run_1/clk_routes.png
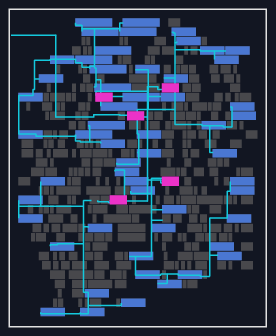
run_1/clocks.png
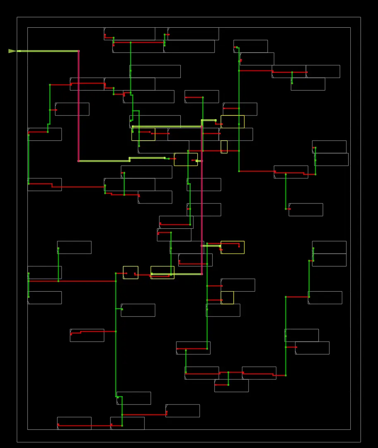
run_1/wires.png
The bar under the picture is 20 um long. Two of the layers only.
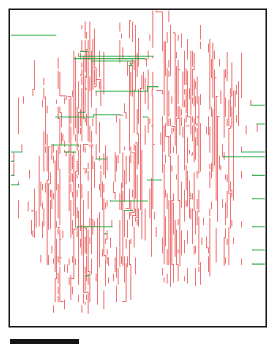
`src/rtl/k_vote_pkg.sv`:
```
// Shared definitions for the KNN class-vote stage: FSM states, vote modes
// and the score-width helper.
package k_vote_pkg;

  typedef enum logic [1:0] {
    ST_ACCUM = 2'd0,
    ST_SCAN  = 2'd1,
    ST_OUT   = 2'd2
  } state_t;

  localparam logic VOTE_MAJORITY = 1'b0;
  localparam logic VOTE_RANK     = 1'b1;

  // Bits needed to hold the largest rank-weighted sum K + (K-1) + ... + 1.
  function automatic int score_w(input int k);
    return $clog2(k * (k + 1) / 2 + 1);
  endfunction

endpackage

```
`src/rtl/k_vote_tally.sv`:
```
// Per-class score and first-occurrence-rank registers.  Accumulates one
// weighted beat per cycle, clears every class in one cycle, and offers a
// combinational read port for the class scan.
module k_vote_tally
  import k_vote_pkg::*;
#(
  parameter int TYPE_W  = 2,
  parameter int SCORE_W = 4,
  parameter int RANK_W  = 3
) (
  input  logic               clk,
  input  logic               rst,
  input  logic               clr,
  input  logic               upd_en,
  input  logic [TYPE_W-1:0]  upd_type,
  input  logic [SCORE_W-1:0] upd_weight,
  input  logic [RANK_W-1:0]  upd_rank,
  input  logic [TYPE_W-1:0]  rd_idx,
  output logic [SCORE_W-1:0] rd_score,
  output logic [RANK_W-1:0]  rd_first_rank
);

  localparam int C = 1 << TYPE_W;

  logic [SCORE_W-1:0] score_q      [C];
  logic [SCORE_W-1:0] score_d      [C];
  logic [RANK_W-1:0]  first_rank_q [C];
  logic [RANK_W-1:0]  first_rank_d [C];

  // Next tallies: clear wins over update; a zero score marks a class not yet
  // seen in this vector, since every accepted beat adds at least 1.
  always_comb begin
    for (int i = 0; i < C; i++) begin
      score_d[i]      = score_q[i];
      first_rank_d[i] = first_rank_q[i];
      if (clr) begin
        score_d[i]      = '0;
        first_rank_d[i] = '0;
      end else if (upd_en && (upd_type == TYPE_W'(i))) begin
        score_d[i] = score_q[i] + upd_weight;
        if (score_q[i] == '0) begin
          first_rank_d[i] = upd_rank;
        end
      end
    end
  end

  // Tally registers.
  always_ff @(posedge clk) begin
    for (int i = 0; i < C; i++) begin
      if (rst) begin
        score_q[i]      <= '0;
        first_rank_q[i] <= '0;
      end else begin
        score_q[i]      <= score_d[i];
        first_rank_q[i] <= first_rank_d[i];
      end
    end
  end

  assign rd_score      = score_q[rd_idx];
  assign rd_first_rank = first_rank_q[rd_idx];

endmodule

```
`src/rtl/k_vote.sv`:
```
// Streaming KNN class vote: accumulates up to K ranked labels, scans every
// class for the highest score (ties go to the class seen nearest) and
// presents the winner through a valid/ready handshake.
module k_vote
  import k_vote_pkg::*;
#(
  parameter int K       = 5,
  parameter int TYPE_W  = 2,
  parameter int SCORE_W = score_w(K),
  parameter int RANK_W  = $clog2(K + 1)
) (
  input  logic               clk,
  input  logic               rst,
  input  logic               in_valid,
  output logic               in_ready,
  input  logic [TYPE_W-1:0]  in_type,
  input  logic               in_last,
  input  logic               weighted,
  output logic               out_valid,
  input  logic               out_ready,
  output logic [TYPE_W-1:0]  out_type,
  output logic [SCORE_W-1:0] out_score,
  output logic               out_tie
);

  state_t             state_q, state_d;
  logic [RANK_W-1:0]  rank_q, rank_d;
  logic               mode_q, mode_d;
  logic [TYPE_W-1:0]  j_q, j_d;
  logic [TYPE_W-1:0]  best_type_q, best_type_d;
  logic [SCORE_W-1:0] best_score_q, best_score_d;
  logic [RANK_W-1:0]  best_rank_q, best_rank_d;
  logic               tie_q, tie_d;
  logic [TYPE_W-1:0]  out_type_q, out_type_d;
  logic [SCORE_W-1:0] out_score_q, out_score_d;
  logic               out_tie_q, out_tie_d;

  logic               tally_clr;
  logic               tally_upd;
  logic [SCORE_W-1:0] beat_weight;
  logic               eff_mode;
  logic [SCORE_W-1:0] rd_score;
  logic [RANK_W-1:0]  rd_first_rank;

  k_vote_tally #(
    .TYPE_W (TYPE_W),
    .SCORE_W(SCORE_W),
    .RANK_W (RANK_W)
  ) u_tally (
    .clk          (clk),
    .rst          (rst),
    .clr          (tally_clr),
    .upd_en       (tally_upd),
    .upd_type     (in_type),
    .upd_weight   (beat_weight),
    .upd_rank     (rank_q),
    .rd_idx       (j_q),
    .rd_score     (rd_score),
    .rd_first_rank(rd_first_rank)
  );

  // The first beat of a vector uses the live mode input; later beats use
  // the value latched on that first beat.
  assign eff_mode    = (rank_q == '0) ? weighted : mode_q;
  assign beat_weight = (eff_mode == VOTE_RANK) ? (SCORE_W'(K) - SCORE_W'(rank_q))
                                               : SCORE_W'(1);

  // Next-state, scan comparison and handshake control.
  always_comb begin
    state_d      = state_q;
    rank_d       = rank_q;
    mode_d       = mode_q;
    j_d          = j_q;
    best_type_d  = best_type_q;
    best_score_d = best_score_q;
    best_rank_d  = best_rank_q;
    tie_d        = tie_q;
    out_type_d   = out_type_q;
    out_score_d  = out_score_q;
    out_tie_d    = out_tie_q;
    tally_clr    = 1'b0;
    tally_upd    = 1'b0;

    case (state_q)
      ST_ACCUM: begin
        if (in_valid) begin
          tally_upd = 1'b1;
          rank_d    = rank_q + 1'b1;
          if (rank_q == '0) begin
            mode_d = weighted;
          end
          // A last flag on the K-th beat ends the vector just once.
          if (in_last || (rank_q == RANK_W'(K - 1))) begin
            state_d      = ST_SCAN;
            j_d          = '0;
            best_type_d  = '0;
            best_score_d = '0;
            best_rank_d  = '1;
            tie_d        = 1'b0;
          end
        end
      end

      ST_SCAN: begin
        if (rd_score != '0) begin
          if (rd_score > best_score_q) begin
            best_type_d  = j_q;
            best_score_d = rd_score;
            best_rank_d  = rd_first_rank;
            tie_d        = 1'b0;
          end else if (rd_score == best_score_q) begin
            tie_d = 1'b1;
            if (rd_first_rank < best_rank_q) begin
              best_type_d = j_q;
              best_rank_d = rd_first_rank;
            end
          end
        end
        j_d = j_q + 1'b1;
        if (&j_q) begin
          state_d     = ST_OUT;
          out_type_d  = best_type_d;
          out_score_d = best_score_d;
          out_tie_d   = tie_d;
        end
      end

      ST_OUT: begin
        if (out_ready) begin
          tally_clr = 1'b1;
          rank_d    = '0;
          j_d       = '0;
          state_d   = ST_ACCUM;
        end
      end

      default: begin
        state_d = ST_ACCUM;
      end
    endcase
  end

  // Control and result registers.
  always_ff @(posedge clk) begin
    if (rst) begin
      state_q      <= ST_ACCUM;
      rank_q       <= '0;
      mode_q       <= VOTE_MAJORITY;
      j_q          <= '0;
      best_type_q  <= '0;
      best_score_q <= '0;
      best_rank_q  <= '1;
      tie_q        <= 1'b0;
      out_type_q   <= '0;
      out_score_q  <= '0;
      out_tie_q    <= 1'b0;
    end else begin
      state_q      <= state_d;
      rank_q       <= rank_d;
      mode_q       <= mode_d;
      j_q          <= j_d;
      best_type_q  <= best_type_d;
      best_score_q <= best_score_d;
      best_rank_q  <= best_rank_d;
      tie_q        <= tie_d;
      out_type_q   <= out_type_d;
      out_score_q  <= out_score_d;
      out_tie_q    <= out_tie_d;
    end
  end

  assign in_ready  = (state_q == ST_ACCUM);
  assign out_valid = (state_q == ST_OUT);
  assign out_type  = out_type_q;
  assign out_score = out_score_q;
  assign out_tie   = out_tie_q;

endmodule

```
`config.mk`:
```
export PLATFORM = sky130hd
export DESIGN_NAME = k_vote
export DESIGN_NICKNAME = d
export VERILOG_FILES = /design/src/rtl/k_vote_pkg.sv /design/src/rtl/k_vote_tally.sv /design/src/rtl/k_vote.sv
export SDC_FILE = /design/constraint.sdc
export NUM_CORES = 1
export LEC_CHECK = 0
export ABC_CLOCK_PERIOD_IN_PS = 5800
export CORE_ASPECT_RATIO = 1.25
export CORE_MARGIN = 2
export CORE_UTILIZATION = 51
export DETAILED_ROUTE_END_ITERATION = 7
export PLACE_DENSITY = 0.7
export SLEW_MARGIN = 40
export SYNTH_ARGS = -nofsm -noshare
export SYNTH_HDL_FRONTEND = slang
export SYNTH_SLANG_ARGS = --single-unit
export TNS_END_PERCENT = 1
```
`constraint.sdc`:
```
create_clock -name clk -period 5.8 [get_ports clk]
set_clock_uncertainty 0.2 [all_clocks]
set_input_delay 1.16 -clock clk [delete_from_list [all_inputs] [get_ports clk]]
set_output_delay 1.16 -clock clk [all_outputs]
set_load 0.005 [all_outputs]
```
==> GITHUB_STEP_SUMMARY, run 1 <==
## PnR job results

| Metric | Value |
|---|---|
| Status | finished clean |
| Tmin final | 3.484 ns |
| Mean Syn Cell Area | 9.406 um^2 |
| Final setup TNS | 0 ns |
| P&R area growth vs syn | 9.580% |
| Full die area | 6847 um^2 |
| Worst Tran Pin Value | 0.7768 ns |
| Io pins | 17 |
| CTS resizes | 0 |
| Global route overflow | 0 |
| Initial antenna violation count | 0 |
| Postcts setup bufs | 0 |
| Reg2reg end | best_rank_q[0] |
| Comb pwr share | 15.9% |
| Critical path class | reg -> reg |
| Post-synth area hogs | dfxtp_1, edfxtp_1, ha_1 |
| Worst-path fanout max | 8 |
| Layout cell share with drive strength beyond 1 | 6.069% |
| Antenna diodes | 0 |
| Period utilization | 60.07% |
| Cts-stage hold buffer count | 0 |
-- clk_routes.png (at the start) --
legend:
  clock wires:
    colour: cyan
    length: 644 um
  flip-flops:
    colour: blue
    count: 55
  clock drivers:
    colour: magenta
    count: 5
routed clock nets: 6
flops lie: all over the die

-- clocks.png (at the start) --
clk sinks: 55
P_clk: 0.000214 W
clk latency late pin: 0.31 ns
CLK BUF: 5
CTS Buf Count: 5

-- wires.png (at the start) --
legend:
  metal 3:
    colour: green
    wire_length: 204 um
  metal 2:
    colour: red
    wire_length: 3300 um

==> run 1: kinds of logic (layout without fill, tap and decap cells) <==
| logic type | Yosys count | after routing | share of synthesized area, % |
|---|---|---|---|
| buf+inv | 31 | 41 | 3.959 |
| fa+ha+maj | 26 | 26 | 11.24 |
| compound gates | 62 | 62 | 14.57 |
| flops | 55 | 55 | 38.64 |
| xor+xnor | 10 | 10 | 2.771 |
| simple gates | 131 | 131 | 19.72 |
| mux | 21 | 21 | 9.105 |
==> run 1: how the worst max path moves through the flow <==
| stage | startpoint | end | slack (ns) | cells past startpoint |
|---|---|---|---|---|
| 2_1_floorplan | weighted | u_tally.score_q[1][3] | 2.62 | 10 |
| 3_3_place_gp | weighted | u_tally.score_q[3][3] | 2.07 | 11 |
| 3_5_place_dp | weighted | u_tally.score_q[1][3] | 2.00 | 11 |
| 4_1_cts | weighted | u_tally.score_q[1][3] | 2.33 | 11 |
| 5_1_grt | register | best_rank_q[0] | 2.05 | 8 |
| 6_report | register | best_rank_q[0] | 2.32 | 8 |
==> run 1: worst max-delay path, cell delays in order (launching register included) <==
cell	delay (ns)
dfxtp_1	0.63
mux4_2	0.63
ha_1	0.30
nor2b_1	0.13
o21a_1	0.17
nor4_1	0.25
a2bb2oi_1	0.45
o31ai_1	0.26
o32a_1	0.35
==> run 1: power groups by stage <==
stage	Sequential, W	Clock (W)	Combinational, W
after floorplan	0.000418	0	0.0000933
after CTS	0.000417	0.000218	0.000119
after global placement	0.000425	0	0.000117
final	0.000416	0.000214	0.000119
after global routing	0.000419	0.000232	0.000133
after detailed placement	0.000425	0	0.000119
==> run 1: metrics by stage <==
stage / std cells / cell area (um^2)
5_1_grt: 431 / 3463
3_5_place_dp: 423 / 3369
3_3_place_gp: 423 / 3369
6_report: 431 / 3463
4_1_cts: 431 / 3458
2_1_floorplan: 336 / 3161
==> run 1: area by class of cell <==
cell class	instances	area, um^2
well taps	85	106.4
clock buffers	5	68.82
repair buffers	17	167.7
fillers	581	2623
flip-flops and latches	55	1221
clock inverters	3	20.02
multi-input cells	250	1819
inverters	16	60.06
==> run 1: state kept, by name, summed over array words and instances, names as in the netlist, named ones only <==
signal,cells
j_q,2
best_type_q,2
u_tally.first_rank_q,12
out_score,4
tie_q,1
rank_q,3
mode_q,1
best_rank_q,3
u_tally.score_q,16
out_type,2
out_tie,1
best_score_q,4
state_q,2
==> run 1: per-layer routing <==
layer,vias up,share of wire [%]
met2,46,52
met1,1144,44
met4,0,1.2
met5,-,0
li1,1217,-
met3,8,3.2
==> run 1: cells in the final DEF (no fill, tap or decap), drive strengths merged, types with 7 or more instances in the layout <==
cell type and n:
clkdlybuf4s50 16, edfxtp 12, nand2 35, inv 16
nand3 9, xnor2 7, dfxtp 43, nor2 45
mux2i 13, nand3b 7, a21oi 14, ha 22
a211oi 10, a21o 12
## Run 2: what changed since run 1
--- a/config.mk
+++ b/config.mk
@@ -5,7 +5,7 @@
 export SDC_FILE = /design/constraint.sdc
 export NUM_CORES = 1
 export LEC_CHECK = 0
-export ABC_CLOCK_PERIOD_IN_PS = 5800
+export ABC_CLOCK_PERIOD_IN_PS = 3440
 export CORE_ASPECT_RATIO = 1.25
 export CORE_MARGIN = 2
 export CORE_UTILIZATION = 51
==> constraint.sdc (replaced) <==
create_clock -name clk -period 3.44 [get_ports clk]
set_clock_uncertainty 0.2 [all_clocks]
set_input_delay 0.688 -clock clk [delete_from_list [all_inputs] [get_ports clk]]
set_output_delay 0.688 -clock clk [all_outputs]
set_load 0.005 [all_outputs]
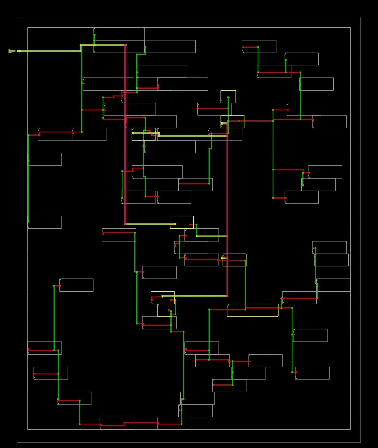
run_2/clocks.png
P_clk: 0.000447 W
clk latency late pin: 0.32 ns
seq_cells: 55

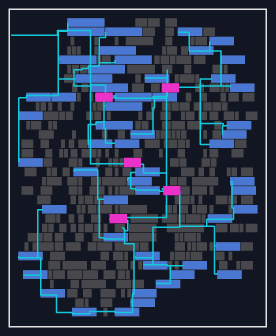
run_2/clk_routes.png
legend:
  flip-flops:
    colour: blue
    count: 55
  clock drivers:
    colour: magenta
    count: 5
  clock wires:
    colour: cyan
    length: 691 um
flops lie: all over the die
routed clock nets: 6

==> GITHUB_STEP_SUMMARY, run 2 <==
## PnR job results

| Metric | Value |
|---|---|
| Top flop regs | u_tally.score_q (16), u_tally.first_rank_q (12) (unchanged) |
| R2R setup slack | 0.34 ns (was 2.32 ns) |
| Drt pass-1 iters | 4 (was 5) |
| Status | finished clean (unchanged) |
| Post-synth area hogs | dfxtp_1, edfxtp_1, ha_1 (unchanged) |
| CTS resizes | 0 (unchanged) |
| Tmin final | 3.099 ns (was 3.484 ns) |
| Finished Cell Area | 3553 um^2 (was 3463 um^2) |
| Largest net degree at the start of global routing | 31 (was 21) |
| Core Rows | 32 (unchanged) |
| Postcts setup bufs | 0 (unchanged) |
| Io pins | 17 (unchanged) |
| Pre-CTS worst setup slack | 0.2390 ns (was 2.000 ns) |
| Largest register FFs | 16 (unchanged) |
| Worst path max stage delay | 0.60 ns (was 0.63 ns) |
| Clk sinks | 55 (unchanged) |
| CTS Buf Count | 5 (unchanged) |
| P&R area growth vs syn | 12.43% (was 9.580%) |
| Period utilization | 90.10% (was 60.07%) |
| VDD IR max | 0.2549 mV (was 0.1218 mV) |
| Final hold slack | 0.2775 ns (was 0.2900 ns) |
| Layout cell share with drive strength beyond 1 | 8.451% (was 6.069%) |
| Top cell excl fill/tap | nor2_1 (unchanged) |
| Final setup TNS | 0 ns (unchanged) |
| Commonest non-fill, non-tap cells in the layout | nor2_1, dfxtp_1, nand2_1 (unchanged) |
| Full die area | 6847 um^2 (unchanged) |
| Initial antenna violation count | 0 (unchanged) |
| Placed instance area | 3437 um^2 (was 3369 um^2) |
| Vias in the first global route | 2315 (was 2348) |
| Worst Tran Pin Value | 0.7322 ns (was 0.7768 ns) |
| Critical path class | reg -> reg (unchanged) |
| Crit-path cells | mux4_2, ha_1, nor2b_1, o21a_1, nor4_1, a2bb2oi_1, o31ai_1, buf_4, o32a_1 (was mux4_2, ha_1, nor2b_1, o21a_1, nor4_1, a2bb2oi_1, o31ai_1, o32a_1) |
| Global route overflow | 0 (unchanged) |
| Routing usage on met3 | 3.516% (was 3.407%) |
| Worst-path fanout max | 5 (was 8) |
| Antenna diodes | 0 (unchanged) |
| Core Area | 6086 um^2 (unchanged) |
| Ys flops | 55 (unchanged) |
| Cts-stage hold buffer count | 0 (unchanged) |
| Largest reg by FF count | u_tally.score_q (unchanged) |
| Core Density at Floorplan | 51.93% (unchanged) |
| Mean Syn Cell Area | 9.406 um^2 (unchanged) |
| Worst path slowest cell | mux4_2 (was dfxtp_1) |
| Leakage Power | 1.428 nW (was 1.367 nW) |
| FILL cells | 551 (was 581) |
| Ys Warns | 0 (unchanged) |
| Port Buffers | 16 (unchanged) |
| Antenna Nets Post-Route | 0 (unchanged) |
==> run 2: cell counts after synthesis <==
No cell type changed its count.
==> run 2: power by group <==
part | total [W] | internal, W | switching [W]
registers | 0.000701 | 0.000680 | 0.0000210
clock network | 0.000447 | 0.000221 | 0.000226
logic | 0.000211 | 0.0000930 | 0.000118
==> run 2: per-layer routing <==
metal  part of all wire (%)  vias up
met2                     50       33
met5                      0        -
met3                    3.2       11
met4                    2.0        0
met1                     45     1139
li1                       -     1244
==> run 2: area by class of cell <==
cell class	instances	area (um^2)	area share, %
flip-flops and latches	55	1221	34.37
clock inverters	3	47.55	1.338
inverters	16	60.06	1.690
multi-input cells	250	1814	51.06
repair buffers	26	235.2	6.620
clock buffers	5	68.82	1.937
well taps	85	106.4	2.993
==> run 2: cell families after synthesis <==
logic type	after synthesis	share of synthesized area, %
multiplexers	21	9.105
adder cells (fa/ha/maj)	26	11.24
XOR/XNOR	10	2.771
AND/OR/NAND/NOR	131	19.72
flip-flops	55	38.64
AND-OR/OR-AND	62	14.57
buffers and inverters	31	3.959
==> run 2: final timing paths <==
check,cells past startpoint,to
setup / recovery,9,best_rank_q[0]
hold reg to reg,2,best_type_q[0]
hold / removal,2,best_type_q[0]
setup reg to reg,9,best_rank_q[0]
==> run 2: worst max-delay path, delay by kind of cell, from the launching register on <==
family,cells,cell delay (ns)
fa+ha+maj,1,0.31
mux,1,0.60
compound gates,4,0.80
flops,1,0.50
buf+inv,1,0.16
simple gates,2,0.41
==> run 2: through the flow <==
stage / instances / total power (W)
floorplan: 336 / 0.0008628
global placement: 432 / 0.0009240
finish: 440 / 0.001358
CTS: 440 / 0.001369
detailed placement: 432 / 0.0009263
global route: 440 / 0.001419
Power figures rest on the tool's default switching activity, not on a simulated workload.
